<file path="src/rtl/alu_control_sequencer_if.sv">
// Control-sequencer bus: instruction/flag inputs and the control word it drives.
interface alu_control_sequencer_if;
  logic       STEP_EN;
  logic [3:0] OPCODE;
  logic       CF;
  logic       ZF;
  logic       CO, MI, RO, RI, II, IO, AI, AO, BI, OI, CE, J;
  logic       SU;
  logic       EO_n;
  logic       FI_n;
  logic       HALTED;
  logic [2:0] STEP;

  // Driver side: IR/ALU/front panel feeding the sequencer.
  modport master (
    output STEP_EN, OPCODE, CF, ZF,
    input  CO, MI, RO, RI, II, IO, AI, AO, BI, OI, CE, J,
    input  SU, EO_n, FI_n, HALTED, STEP
  );

  // Sequencer side.
  modport slave (
    input  STEP_EN, OPCODE, CF, ZF,
    output CO, MI, RO, RI, II, IO, AI, AO, BI, OI, CE, J,
    output SU, EO_n, FI_n, HALTED, STEP
  );
endinterface

</file>
<file path="src/rtl/alu_control_sequencer.sv">
// Microcoded control sequencer for the 8-bit CPU: steps T0..T4 per instruction
// and decodes the control word from {step, opcode, flags}.
module alu_control_sequencer #(
  parameter bit EARLY_END = 1'b1
) (
  input logic                    CLK,
  input logic                    CLR_n,
  alu_control_sequencer_if.slave bus
);

  localparam logic [3:0] OP_NOP = 4'h0, OP_LDA = 4'h1, OP_ADD = 4'h2, OP_SUB = 4'h3,
                         OP_STA = 4'h4, OP_LDI = 4'h5, OP_JMP = 4'h6, OP_JC  = 4'h7,
                         OP_JZ  = 4'h8, OP_OUT = 4'hE, OP_HLT = 4'hF;

  typedef struct packed {
    logic co, mi, ro, ri, ii, io, ai, ao, bi, oi, ce, j;
    logic su;
    logic eo_n;
    logic fi_n;
  } ctrl_t;

  logic [2:0] step_q, step_d;
  logic       halted_q, halted_d;
  logic       run;
  logic       has_t3, has_t4;
  ctrl_t      ctl;

  // Sequencer only moves (and only drives controls) when enabled and not halted.
  assign run    = bus.STEP_EN && !halted_q;
  // Opcodes whose T3 / T4 microsteps are non-empty.
  assign has_t3 = (bus.OPCODE == OP_LDA) || (bus.OPCODE == OP_ADD) ||
                  (bus.OPCODE == OP_SUB) || (bus.OPCODE == OP_STA);
  assign has_t4 = (bus.OPCODE == OP_ADD) || (bus.OPCODE == OP_SUB);

  // Next step / halt decision.
  always_comb begin
    step_d   = step_q;
    halted_d = halted_q;
    if (run) begin
      case (step_q)
        3'd0: step_d = 3'd1;
        3'd1: step_d = 3'd2;
        3'd2: begin
          if (bus.OPCODE == OP_HLT) halted_d = 1'b1;          // step parks at 2
          else if (!EARLY_END || has_t3) step_d = 3'd3;
          else step_d = 3'd0;
        end
        3'd3: step_d = (!EARLY_END || has_t4) ? 3'd4 : 3'd0;
        default: step_d = 3'd0;
      endcase
    end
  end

  // Step counter and halt latch; reset aborts any instruction in flight.
  always_ff @(posedge CLK or negedge CLR_n) begin
    if (!CLR_n) begin
      step_q   <= 3'd0;
      halted_q <= 1'b0;
    end else begin
      step_q   <= step_d;
      halted_q <= halted_d;
    end
  end

  // Control word decode; everything inactive in reset, stall or halt.
  always_comb begin
    ctl      = '0;
    ctl.eo_n = 1'b1;
    ctl.fi_n = 1'b1;
    if (CLR_n && run) begin
      case (step_q)
        3'd0: begin ctl.co = 1'b1; ctl.mi = 1'b1; end
        3'd1: begin ctl.ro = 1'b1; ctl.ii = 1'b1; ctl.ce = 1'b1; end
        3'd2: begin
          case (bus.OPCODE)
            OP_LDA, OP_ADD, OP_SUB, OP_STA: begin ctl.io = 1'b1; ctl.mi = 1'b1; end
            OP_LDI: begin ctl.io = 1'b1; ctl.ai = 1'b1; end
            OP_JMP: begin ctl.io = 1'b1; ctl.j = 1'b1; end
            // Flags only matter here, at T2.
            OP_JC:  if (bus.CF) begin ctl.io = 1'b1; ctl.j = 1'b1; end
            OP_JZ:  if (bus.ZF) begin ctl.io = 1'b1; ctl.j = 1'b1; end
            OP_OUT: begin ctl.ao = 1'b1; ctl.oi = 1'b1; end
            default: ;                                        // NOP, HLT, 9..D
          endcase
        end
        3'd3: begin
          case (bus.OPCODE)
            OP_LDA:         begin ctl.ro = 1'b1; ctl.ai = 1'b1; end
            OP_ADD, OP_SUB: begin ctl.ro = 1'b1; ctl.bi = 1'b1; end
            OP_STA:         begin ctl.ao = 1'b1; ctl.ri = 1'b1; end
            default: ;
          endcase
        end
        3'd4: begin
          // SU rides with FI_n so the latched flags describe the subtraction.
          if (has_t4) begin
            ctl.eo_n = 1'b0;
            ctl.ai   = 1'b1;
            ctl.fi_n = 1'b0;
            ctl.su   = (bus.OPCODE == OP_SUB);
          end
        end
        default: ;
      endcase
    end
  end

  assign bus.CO     = ctl.co;
  assign bus.MI     = ctl.mi;
  assign bus.RO     = ctl.ro;
  assign bus.RI     = ctl.ri;
  assign bus.II     = ctl.ii;
  assign bus.IO     = ctl.io;
  assign bus.AI     = ctl.ai;
  assign bus.AO     = ctl.ao;
  assign bus.BI     = ctl.bi;
  assign bus.OI     = ctl.oi;
  assign bus.CE     = ctl.ce;
  assign bus.J      = ctl.j;
  assign bus.SU     = ctl.su;
  assign bus.EO_n   = ctl.eo_n;
  assign bus.FI_n   = ctl.fi_n;
  assign bus.HALTED = halted_q;
  assign bus.STEP   = step_q;

endmodule
</file>
<file path="src/flat_wrapper.sv">
// flat-port wrapper written by rule: the top's interface ports become plain ports
module alu_control_sequencer_flat 
#(
  parameter bit EARLY_END = 1'b1
)
  (CLK, CLR_n, bus_STEP_EN, bus_OPCODE, bus_CF, bus_ZF, bus_CO, bus_MI, bus_RO, bus_RI, bus_II, bus_IO, bus_AI, bus_AO, bus_BI, bus_OI, bus_CE, bus_J, bus_SU, bus_EO_n, bus_FI_n, bus_HALTED, bus_STEP);
  alu_control_sequencer_if bus_i ();
  input logic CLK;
  input logic CLR_n;
  input wire logic [$bits(bus_i.STEP_EN)-1:0] bus_STEP_EN;
  input wire logic [$bits(bus_i.OPCODE)-1:0] bus_OPCODE;
  input wire logic [$bits(bus_i.CF)-1:0] bus_CF;
  input wire logic [$bits(bus_i.ZF)-1:0] bus_ZF;
  output wire logic [$bits(bus_i.CO)-1:0] bus_CO;
  output wire logic [$bits(bus_i.MI)-1:0] bus_MI;
  output wire logic [$bits(bus_i.RO)-1:0] bus_RO;
  output wire logic [$bits(bus_i.RI)-1:0] bus_RI;
  output wire logic [$bits(bus_i.II)-1:0] bus_II;
  output wire logic [$bits(bus_i.IO)-1:0] bus_IO;
  output wire logic [$bits(bus_i.AI)-1:0] bus_AI;
  output wire logic [$bits(bus_i.AO)-1:0] bus_AO;
  output wire logic [$bits(bus_i.BI)-1:0] bus_BI;
  output wire logic [$bits(bus_i.OI)-1:0] bus_OI;
  output wire logic [$bits(bus_i.CE)-1:0] bus_CE;
  output wire logic [$bits(bus_i.J)-1:0] bus_J;
  output wire logic [$bits(bus_i.SU)-1:0] bus_SU;
  output wire logic [$bits(bus_i.EO_n)-1:0] bus_EO_n;
  output wire logic [$bits(bus_i.FI_n)-1:0] bus_FI_n;
  output wire logic [$bits(bus_i.HALTED)-1:0] bus_HALTED;
  output wire logic [$bits(bus_i.STEP)-1:0] bus_STEP;
  assign bus_i.STEP_EN = bus_STEP_EN;
  assign bus_i.OPCODE = bus_OPCODE;
  assign bus_i.CF = bus_CF;
  assign bus_i.ZF = bus_ZF;
  assign bus_CO = bus_i.CO;
  assign bus_MI = bus_i.MI;
  assign bus_RO = bus_i.RO;
  assign bus_RI = bus_i.RI;
  assign bus_II = bus_i.II;
  assign bus_IO = bus_i.IO;
  assign bus_AI = bus_i.AI;
  assign bus_AO = bus_i.AO;
  assign bus_BI = bus_i.BI;
  assign bus_OI = bus_i.OI;
  assign bus_CE = bus_i.CE;
  assign bus_J = bus_i.J;
  assign bus_SU = bus_i.SU;
  assign bus_EO_n = bus_i.EO_n;
  assign bus_FI_n = bus_i.FI_n;
  assign bus_HALTED = bus_i.HALTED;
  assign bus_STEP = bus_i.STEP;
  alu_control_sequencer #(.EARLY_END(EARLY_END)) u_core (.CLK(CLK), .CLR_n(CLR_n), .bus(bus_i));
endmodule
</file>
<file path="config.mk">
export PLATFORM = sky130hd
export DESIGN_NAME = alu_control_sequencer_flat
export DESIGN_NICKNAME = d
export VERILOG_FILES = /design/src/rtl/alu_control_sequencer_if.sv /design/src/rtl/alu_control_sequencer.sv /design/src/flat_wrapper.sv
export SDC_FILE = /design/constraint.sdc
export NUM_CORES = 1
export LEC_CHECK = 0
export CORE_AREA = 2 2 39 41
export CTS_BUF_LIST = sky130_fd_sc_hd__clkbuf_4 sky130_fd_sc_hd__clkbuf_8
export CTS_CLUSTER_SIZE = 20
export DETAILED_ROUTE_END_ITERATION = 8
export DIE_AREA = 0 0 41 43
export PLACE_DENSITY_LB_ADDON = 0.08
export SLEW_MARGIN = 15
export SYNTH_ARGS = -nofsm -noshare
export SYNTH_HDL_FRONTEND = slang
export SYNTH_SLANG_ARGS = --single-unit
</file>
<file path="constraint.sdc">
create_clock -name CLK -period 3.3 [get_ports CLK]
set_input_delay 0.495 -clock CLK [delete_from_list [all_inputs] [get_ports CLK]]
set_output_delay 0.495 -clock CLK [all_outputs]
set_load 0.02 [all_outputs]
</file>
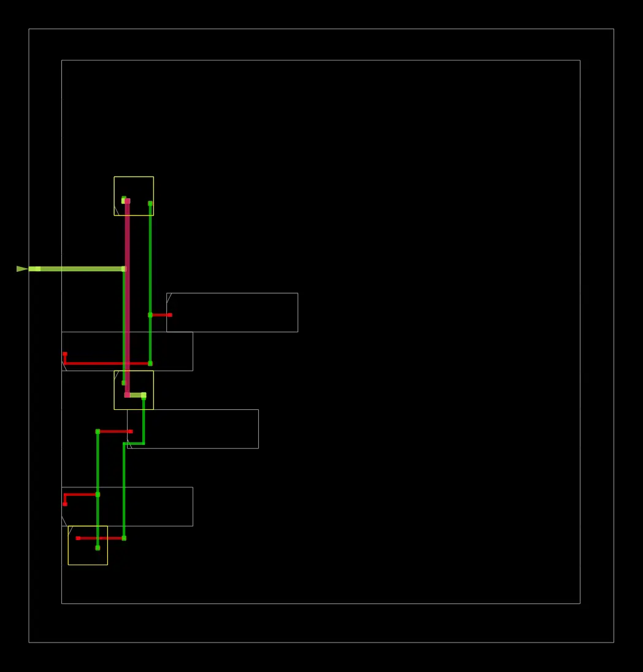
Figure 1: clock nets.
TritonCTS buffer count: 3
worst skew pair latency: 0.24 ns
registers: 4
Clock Buffer Count: 3

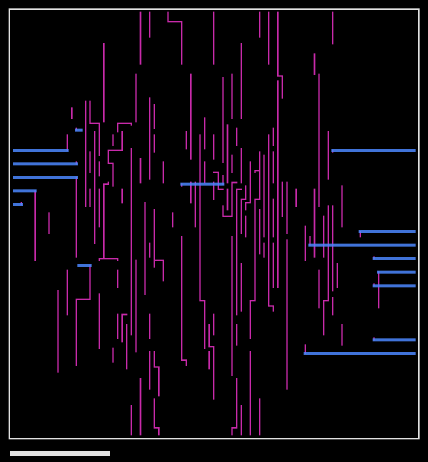
Figure 2: routed metal, one colour a layer.
The bar under the picture is 10 µm long. Two of the layers only.
layer	colour	wire length
met2	magenta	635 µm
met3	blue	76.6 µm

==> summary.txt <==
count leader, synth: nor2_1
nets@finish: 105
clock network share of area: 2.85%
status: finished clean
Int Power: 0.209 mW
highest-power group: combinational cells
worst vdd ir: 0.330 mV
delay-heaviest family, CP: buffers and inverters
GRT met3 Usage: 4.71%
Main synth FF type: dfrtp_1
CP max stage cell: clkdlybuf4s50_1
GRT Total Usage: 17.5%
Syn Area/Cell: 7.41 µm²
Comb area share: 44.4%
sequential share of cell area: 12.7%
DR vias: 591
Combinational Power Share: 54.2%
Signal buffers: 30
setup slack at placement: 0.335 ns
M1 GR Usage: 24.1%
H-tree Lvls: 1
Hold Path End: u_core.bus.HALTED$_DFFE_PN0P_
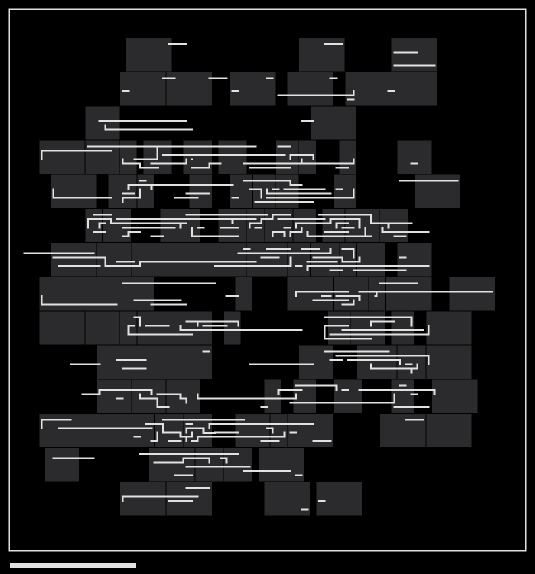
Figure 3: met1 routing.
The bar under the picture is 10 µm long.
longest straight run	13.3 µm
main direction	horizontal

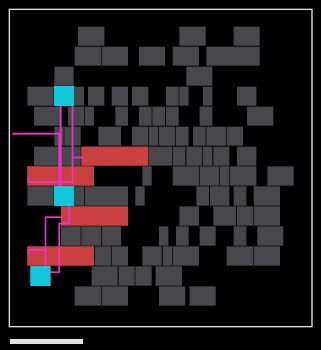
Figure 4: routed clock nets over the placement.
The bar under the picture is 10 µm long.
[cells driving clock nets] cyan | count: 3
[clock wires] magenta | length: 76.7 µm
[flip-flops] red | count: 4
routed clock nets	4
flops lie	middle left

-- stage by stage --
| step | utilization [%] | hold WS, ns | instance area [µm²] | std cells | power, mW |
|---|---|---|---|---|---|
| 2_1_floorplan | - | 0.199 | 497 | 67 | 0.228 |
| 3_3_place_gp | 55.4 | 0.536 | 767 | 107 | 0.313 |
| 3_5_place_dp | 55.4 | 0.532 | 767 | 107 | 0.310 |
| 4_1_cts | 57.1 | 0.539 | 790 | 110 | 0.375 |
| 5_1_grt | 57.1 | 0.572 | 790 | 110 | 0.399 |
| 6_report | 57.1 | 0.535 | 790 | 110 | 0.371 |
-- sequential cells by signal, summed over array words and instances, names as in the netlist --
| name | cells |
|---|---|
| u_core.bus.STEP | 3 |
| u_core.bus.HALTED | 1 |
No activity file was given, so power comes from the tool's default toggle rates.
